==> config.mk <==
export PLATFORM = sky130hd
export DESIGN_NAME = pipe_stage_ctrl
export DESIGN_NICKNAME = d
export VERILOG_FILES = /design/src/rtl/pipe_stage_ctrl.sv
export SDC_FILE = /design/constraint.sdc
export NUM_CORES = 1
export LEC_CHECK = 0
export CORE_MARGIN = 2
export CORE_UTILIZATION = 46
export CTS_CLUSTER_DIAMETER = 30
export DETAILED_ROUTE_END_ITERATION = 10
export GPL_ROUTABILITY_DRIVEN = 0
export PLACE_DENSITY = 0.8
export SETUP_SLACK_MARGIN = 0.3
export SYNTH_ARGS = -nofsm -noshare
export SYNTH_HDL_FRONTEND = slang
export SYNTH_SLANG_ARGS = --single-unit
==> constraint.sdc <==
create_clock -name clk -period 2.4 [get_ports clk]
set_input_delay 0.48 -clock clk [delete_from_list [all_inputs] [get_ports clk]]
set_output_delay 0.48 -clock clk [all_outputs]
set_load 0.01 [all_outputs]
==> src/rtl/pipe_stage_ctrl.sv <==
// -----------------------------------------------------------------------------
// pipe_stage_ctrl
//
// Consumer side of the hazard control interface. This block owns the valid
// bits and the hazard-relevant tag fields of the four pipeline registers
// (IF/ID, ID/EX, EX/MEM, MEM/WB). It applies the hazard detector's controls
// on every rising edge and feeds the IF/ID and ID/EX tags back to the
// detector. It also keeps saturating stall, flush and retire counters for
// performance bring-up, and a sticky flag for an illegal control combination.
//
// Ports
//   clk, rst_n              single clock; synchronous active-low reset
//   pc_write_en             PC may advance (0 with if_id_write_en=0 is a stall)
//   if_id_write_en          IF/ID loads the fetch slot
//   id_ex_flush             bubble into ID/EX
//   ex_mem_flush            bubble into EX/MEM
//   fetch_*                 fetch slot: valid, PC, opcode, Rn/Rm/Rd, load flag
//   valid_ifid, pc_ifid, opcode_ifid, Rn_ifid, Rm_ifid   IF/ID tags
//   valid_idex, opcode_idex, Rd_idex, mem_read_en_idex   ID/EX tags
//   valid_exmem, Rd_exmem   EX/MEM tags
//   valid_memwb, Rd_memwb   MEM/WB tags
//   stall_count, flush_count, retire_count   saturating counters
//   protocol_err            sticky: if_id_write_en=1 seen with pc_write_en=0
// -----------------------------------------------------------------------------
module pipe_stage_ctrl #(
    parameter int          OPCODE_W   = 5,
    parameter int          REG_W      = 4,
    parameter int          PC_W       = 32,
    parameter int          CNT_W      = 16,
    parameter int unsigned NOP_OPCODE = 0
) (
    input  logic                clk,
    input  logic                rst_n,

    // Hazard controls
    input  logic                pc_write_en,
    input  logic                if_id_write_en,
    input  logic                id_ex_flush,
    input  logic                ex_mem_flush,

    // Fetch slot
    input  logic                fetch_valid,
    input  logic [PC_W-1:0]     fetch_pc,
    input  logic [OPCODE_W-1:0] fetch_opcode,
    input  logic [REG_W-1:0]    fetch_Rn,
    input  logic [REG_W-1:0]    fetch_Rm,
    input  logic [REG_W-1:0]    fetch_Rd,
    input  logic                fetch_mem_read,

    // IF/ID tags
    output logic                valid_ifid,
    output logic [PC_W-1:0]     pc_ifid,
    output logic [OPCODE_W-1:0] opcode_ifid,
    output logic [REG_W-1:0]    Rn_ifid,
    output logic [REG_W-1:0]    Rm_ifid,

    // ID/EX tags
    output logic                valid_idex,
    output logic [OPCODE_W-1:0] opcode_idex,
    output logic [REG_W-1:0]    Rd_idex,
    output logic                mem_read_en_idex,

    // EX/MEM and MEM/WB tags
    output logic                valid_exmem,
    output logic [REG_W-1:0]    Rd_exmem,
    output logic                valid_memwb,
    output logic [REG_W-1:0]    Rd_memwb,

    // Performance counters and error flag
    output logic [CNT_W-1:0]    stall_count,
    output logic [CNT_W-1:0]    flush_count,
    output logic [CNT_W-1:0]    retire_count,
    output logic                protocol_err
);

    localparam logic [OPCODE_W-1:0] NOP = OPCODE_W'(NOP_OPCODE);

    // -------------------------------------------------------------------------
    // Stage register layouts. IF/ID also carries Rd and the load flag from
    // fetch so that ID/EX can capture them one edge later.
    // -------------------------------------------------------------------------
    typedef struct packed {
        logic                valid;
        logic [PC_W-1:0]     pc;
        logic [OPCODE_W-1:0] opcode;
        logic [REG_W-1:0]    rn;
        logic [REG_W-1:0]    rm;
        logic [REG_W-1:0]    rd;
        logic                mem_read;
    } ifid_t;

    typedef struct packed {
        logic                valid;
        logic [OPCODE_W-1:0] opcode;
        logic [REG_W-1:0]    rd;
        logic                mem_read;   // already qualified by valid
    } idex_t;

    typedef struct packed {
        logic             valid;
        logic [REG_W-1:0] rd;
    } tail_t;

    localparam ifid_t IFID_RESET = '{valid: 1'b0, pc: '0, opcode: NOP,
                                     rn: '0, rm: '0, rd: '0, mem_read: 1'b0};
    localparam idex_t IDEX_BUBBLE = '{valid: 1'b0, opcode: NOP, rd: '0,
                                      mem_read: 1'b0};
    localparam tail_t TAIL_BUBBLE = '{valid: 1'b0, rd: '0};

    ifid_t ifid_q,  ifid_d;
    idex_t idex_q,  idex_d;
    tail_t exmem_q, exmem_d;
    tail_t memwb_q, memwb_d;

    logic [CNT_W-1:0] stall_cnt_q,  stall_cnt_d;
    logic [CNT_W-1:0] flush_cnt_q,  flush_cnt_d;
    logic [CNT_W-1:0] retire_cnt_q, retire_cnt_d;
    logic             protocol_err_q, protocol_err_d;

    logic stall_event;
    logic illegal_ctrl;

    // Increment that sticks at all-ones instead of wrapping.
    function automatic logic [CNT_W-1:0] sat_inc(input logic [CNT_W-1:0] value,
                                                 input logic             en);
        if (en && (value != '1)) begin
            return value + CNT_W'(1);
        end
        return value;
    endfunction

    // -------------------------------------------------------------------------
    // Next-state logic. Every stage is computed from pre-edge register values
    // so the whole pipeline advances in lock step.
    // -------------------------------------------------------------------------
    // NOTE: every signal written here gets a default first so no path can
    // leave it unassigned and infer a latch.
    always_comb begin
        ifid_d         = ifid_q;
        idex_d         = idex_q;
        exmem_d        = exmem_q;
        memwb_d        = memwb_q;
        stall_cnt_d    = stall_cnt_q;
        flush_cnt_d    = flush_cnt_q;
        retire_cnt_d   = retire_cnt_q;
        protocol_err_d = protocol_err_q;
        stall_event    = 1'b0;
        illegal_ctrl   = 1'b0;

        // IF/ID: write enable wins, even in the illegal combination. Without
        // it, an advancing PC means the fetched-behind slot is a wrong-path
        // instruction and is killed in place; otherwise it is a load-use hold.
        if (if_id_write_en) begin
            ifid_d.valid    = fetch_valid;
            ifid_d.pc       = fetch_pc;
            ifid_d.opcode   = fetch_opcode;
            ifid_d.rn       = fetch_Rn;
            ifid_d.rm       = fetch_Rm;
            ifid_d.rd       = fetch_Rd;
            ifid_d.mem_read = fetch_mem_read;
        end else if (pc_write_en) begin
            ifid_d.valid = 1'b0;
        end

        // ID/EX: Rd and the load flag are zeroed for an invalid source so
        // downstream forwarding and load-use detection never match it.
        if (id_ex_flush) begin
            idex_d = IDEX_BUBBLE;
        end else begin
            idex_d.valid    = ifid_q.valid;
            idex_d.opcode   = ifid_q.opcode;
            idex_d.rd       = ifid_q.valid ? ifid_q.rd : '0;
            idex_d.mem_read = ifid_q.valid & ifid_q.mem_read;
        end

        // EX/MEM: ID/EX already carries Rd=0 when invalid.
        if (ex_mem_flush) begin
            exmem_d = TAIL_BUBBLE;
        end else begin
            exmem_d.valid = idex_q.valid;
            exmem_d.rd    = idex_q.rd;
        end

        // MEM/WB is never stalled or flushed; on a double flush it still
        // captures the instruction that was in EX/MEM before the edge.
        memwb_d = exmem_q;

        // Counters and error flag.
        stall_event    = !pc_write_en && !if_id_write_en;
        illegal_ctrl   = if_id_write_en && !pc_write_en;
        stall_cnt_d    = sat_inc(stall_cnt_q, stall_event);
        flush_cnt_d    = sat_inc(flush_cnt_q, ex_mem_flush);
        retire_cnt_d   = sat_inc(retire_cnt_q, memwb_q.valid);
        protocol_err_d = protocol_err_q | illegal_ctrl;
    end

    // -------------------------------------------------------------------------
    // State registers. Reset discards every stage regardless of the controls
    // presented in the same cycle.
    // -------------------------------------------------------------------------
    // NOTE: sequential state uses non-blocking assignments so all stages
    // sample pre-edge values regardless of statement order.
    always_ff @(posedge clk) begin
        if (!rst_n) begin
            ifid_q         <= IFID_RESET;
            idex_q         <= IDEX_BUBBLE;
            exmem_q        <= TAIL_BUBBLE;
            memwb_q        <= TAIL_BUBBLE;
            stall_cnt_q    <= '0;
            flush_cnt_q    <= '0;
            retire_cnt_q   <= '0;
            protocol_err_q <= 1'b0;
        end else begin
            ifid_q         <= ifid_d;
            idex_q         <= idex_d;
            exmem_q        <= exmem_d;
            memwb_q        <= memwb_d;
            stall_cnt_q    <= stall_cnt_d;
            flush_cnt_q    <= flush_cnt_d;
            retire_cnt_q   <= retire_cnt_d;
            protocol_err_q <= protocol_err_d;
        end
    end

    // -------------------------------------------------------------------------
    // Outputs
    // -------------------------------------------------------------------------
    assign valid_ifid       = ifid_q.valid;
    assign pc_ifid          = ifid_q.pc;
    assign opcode_ifid      = ifid_q.opcode;
    assign Rn_ifid          = ifid_q.rn;
    assign Rm_ifid          = ifid_q.rm;

    assign valid_idex       = idex_q.valid;
    assign opcode_idex      = idex_q.opcode;
    assign Rd_idex          = idex_q.rd;
    assign mem_read_en_idex = idex_q.mem_read;

    assign valid_exmem      = exmem_q.valid;
    assign Rd_exmem         = exmem_q.rd;
    assign valid_memwb      = memwb_q.valid;
    assign Rd_memwb         = memwb_q.rd;

    assign stall_count      = stall_cnt_q;
    assign flush_count      = flush_cnt_q;
    assign retire_count     = retire_cnt_q;
    assign protocol_err     = protocol_err_q;

endmodule
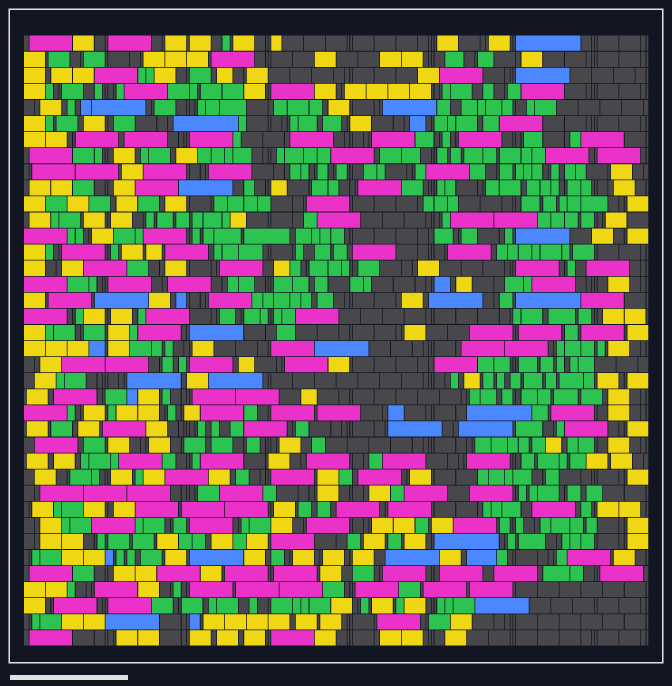
*Placed cells, one color a class, run 1*
Scale bar: 20 microns. Fill, decap, tap and diode cells in gray.
clock drivers and dummy loads -> blue  # cells 32
other buffers and delay cells -> yellow  # cells 183
flops -> magenta  # cells 121
combinational and other logic -> green  # cells 357
Core Region: 10900 sq um
sequential share of cell area: 32.9%
final core occ: 67.3%
design area: 7360 sq um

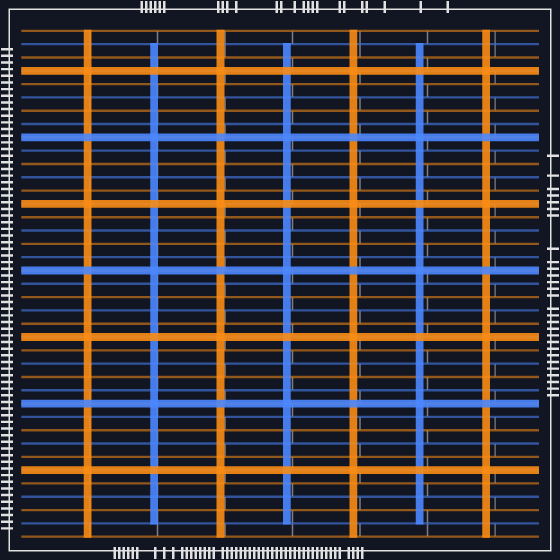
*Power grid, run 1*
Pins as bars on the die edge. Tap cells in gray.
VSS -> orange
VDD -> blue
tap cells = 140
signal pins = 173
die width: 110 microns
VDD IR max: 0.507 mV
die y size: 110 microns

==> metrics.yaml, run 1 <==
status:
  outcome: "complete, no violations"
worst_setup_path:
  worstSetupStartpointType: "flop"
  crit_family: "buffers and inverters"
  worstPathArrival_ns: 1.53
  setup.worst_path.start: "valid_memwb"
  max_stage_delay_ns: 0.61
  path_buffers: 1
  path_max_fanout: 8
  crit_chain: "clkdlybuf4s50_1"
cells_and_area:
  buffers_excl_clock: 183
  seq_area_sq_um: 2420
  final-comb-area_sq_um: 2290
  nonClockInverterCount: 8
  drive_gt1_share_pct: 8.23
  area_delta_synth_final_pct: 41.5
  largest_class: "flip-flops and latches"
  clockBufferCount: 19
  flops: 121
  stdcell_count: 833
die:
  num_rows: 38
  nWellTaps: 140
detailed_routing:
  drc: 0
  wl_met1_microns: 5250
  drtIter0Drc: 257
  drt-pass1-iter-count: 7
  wl_per_cell_microns: 16.0
  ant_nets: 0
logic_synthesis:
  synthesis.nets: 608
  yosysTopAreaCell: "dfxtp_1"
  fa_ha_area_share_pct: 0.722
  netlist_logic_family_top: "simple AND/OR/NAND/NOR gates"
  syn_inst: 548
  synth_chip_area_sq_um: 5200
  yosys_warnings: 0
  synth.top_cell.area_share_pct: 46.6
  area_leaders: "dfxtp_1 47%, mux2i_1 12%, buf_4 6.6%"
  syn-mean-instance-area_sq_um: 9.49
  synth.most_common_cell: "dfxtp_1"
  yosysUniqueCellTypes: 48
pwr:
  p_seq_share_pct: 39.9
  pwr-share-comb_pct: 7.7
  p_clk_share_pct: 52.4
  swShare_pct: 21.1
  comb_cell_power_uw: 406
  switching_power_mw: 1.12
cts:
  clkSinkCount: 121
  clkLatencyLatePin_ns: 0.42
  cts_resized: 0
  hold_buffers: 0
  ctsRootBufferMaster: "clkbuf_16"
  htree_levels: 4
grt:
  grt_pass1_vias: 4306
  use_met2_pct: 37.1
final_timing:
  final_max_slew_viol_count: 0
  setup_slack_ns: 0.394
  whs_ns: 0.439
  fin_crit_ns: 2.01
placed_design:
  numPortBuffers: 172
  dpl_cell_area_sq_um: 6710
  hpwl_microns: 9430
min_path:
  hp-start: "if_id_write_en"
  hold_end: "stall_count[2]"
job:
  warnings: 26
  drv_cap: 0
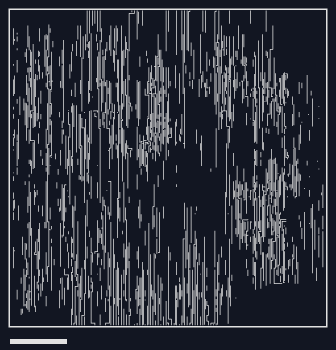
*Met2 routing, run 1*
Scale bar: 20 microns.
main direction = vertical
wire length on this layer = 6510 microns
share of all routed wire = 49%
longest straight run = 35.4 microns
total number of vias: 4465
drt total wl: 13300 microns

### Clock network drawn from the DEF, run 1

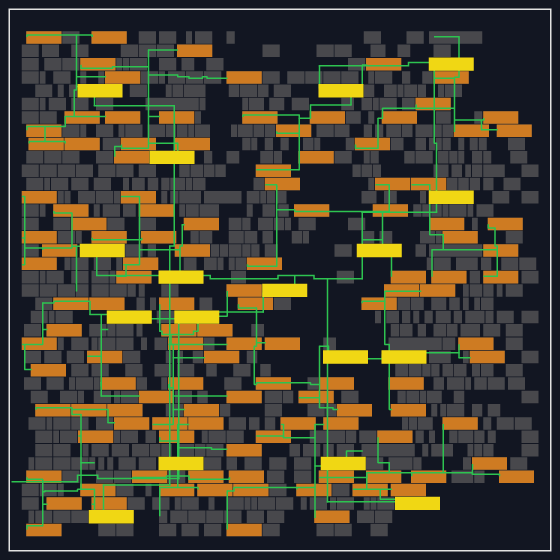

==> run 2: changes to the inputs <==
- CORE_UTILIZATION: 46 -> 41
- PLACE_DENSITY: 0.8 -> 0.76
- clock period: 2.4 -> 1.8 ns (I/O delays scaled with it)
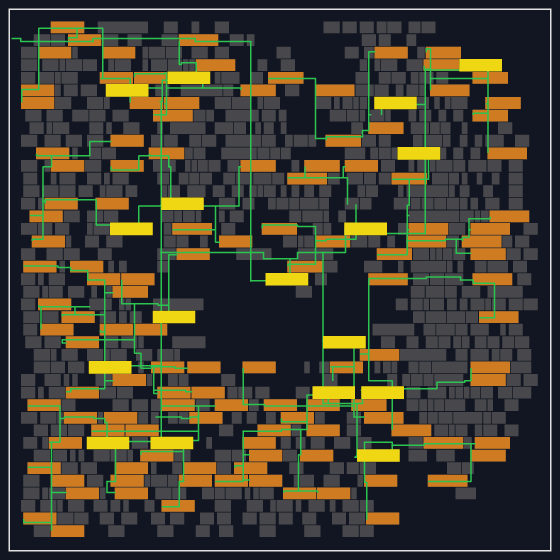
*Clock network drawn from the DEF, run 2*
clock wires -> green  # length 1590 microns
clock drivers -> yellow  # count 17
flip-flops -> orange  # count 121
routed clock nets = 18
flops lie = all over the die
Late-Pin Clk Latency: 0.42 ns
Clk network pwr share: 51.5%

==> run 2 against run 1 <==
Against the previous run:
- sequential share of layout area fell by 1.3 points
- cell area increased by 9.0%
- clock skew rose by 0.0032 ns
- largest cell class is now multi-input combinational cells
- critical endpoint is now stall_count[6]
- largest power group unchanged
- flip-flop count is the same
==> metrics.yaml, run 2 <==
worst_setup_path:
  crit_chain: "ha_4 > nand4_4 > or3_4 > or4_1 > a21oi_1"
  crit_family: "simple AND/OR/NAND/NOR gates"
  max_stage_delay_ns: 0.47
  setup.worst_path.start: "stall_count[1]"
  path_buffers: 0
  worstPathArrival_ns: 2.01
  path_max_fanout: 4
final_timing:
  final_max_slew_viol_count: 0
  setup_slack_ns: 0.134
  fin_crit_ns: 1.67
detailed_routing:
  vias: 4774
  wl_per_cell_microns: 15.7
  wl_microns: 14300
  ant_nets: 0
  drc: 0
pwr:
  swShare_pct: 22.8
  pwr-share-comb_pct: 7.6
  comb_cell_power_uw: 516
  p_seq_share_pct: 40.9
  switching_power_mw: 1.55
cts:
  htree_levels: 4
  hold_buffers: 0
  cts_resized: 170
  ctsRootBufferMaster: "clkbuf_16"
cells_and_area:
  final-comb-area_sq_um: 2580
  buffers_excl_clock: 231
  largest_class: "multi-input combinational cells"
  clockBufferCount: 19
  utilization_pct: 64.1
  drive_gt1_share_pct: 26.3
  area_delta_synth_final_pct: 54.3
  stdcell_count: 914
job:
  drv_cap: 0
  warnings: 29
grt:
  grt_pass1_vias: 4560
  use_met2_pct: 34.1
logic_synthesis:
  synth.most_common_cell: "dfxtp_1"
  synth.top_cell.area_share_pct: 46.6
  yosysTopAreaCell: "dfxtp_1"
  synthesis.nets: 608
  syn-mean-instance-area_sq_um: 9.49
  syn_inst: 548
placed_design:
  numPortBuffers: 172
  dpl_cell_area_sq_um: 7010
  hpwl_microns: 9580
die:
  die_h_microns: 117
min_path:
  hold_end: "stall_count[14]"
status:
  outcome: "complete, no violations"
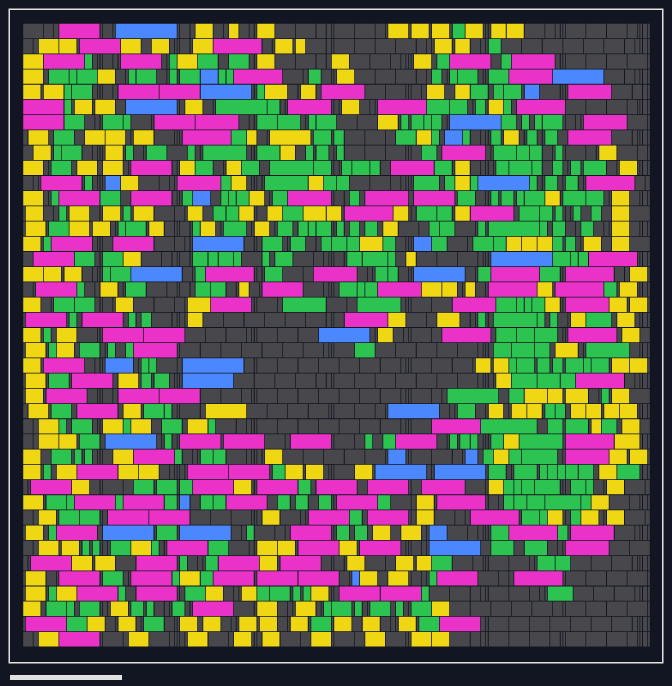
*Placed cells, one color a class, run 2*
Scale bar: 20 microns. Fill, decap, tap and diode cells in gray.
combinational and other logic -> green  # cells 358
other buffers and delay cells -> yellow  # cells 231
clock drivers and dummy loads -> blue  # cells 32
flops -> magenta  # cells 121
Core Region: 12500 sq um
design area: 8030 sq um
Rows: 41

Power and IR drop assume default switching activity.
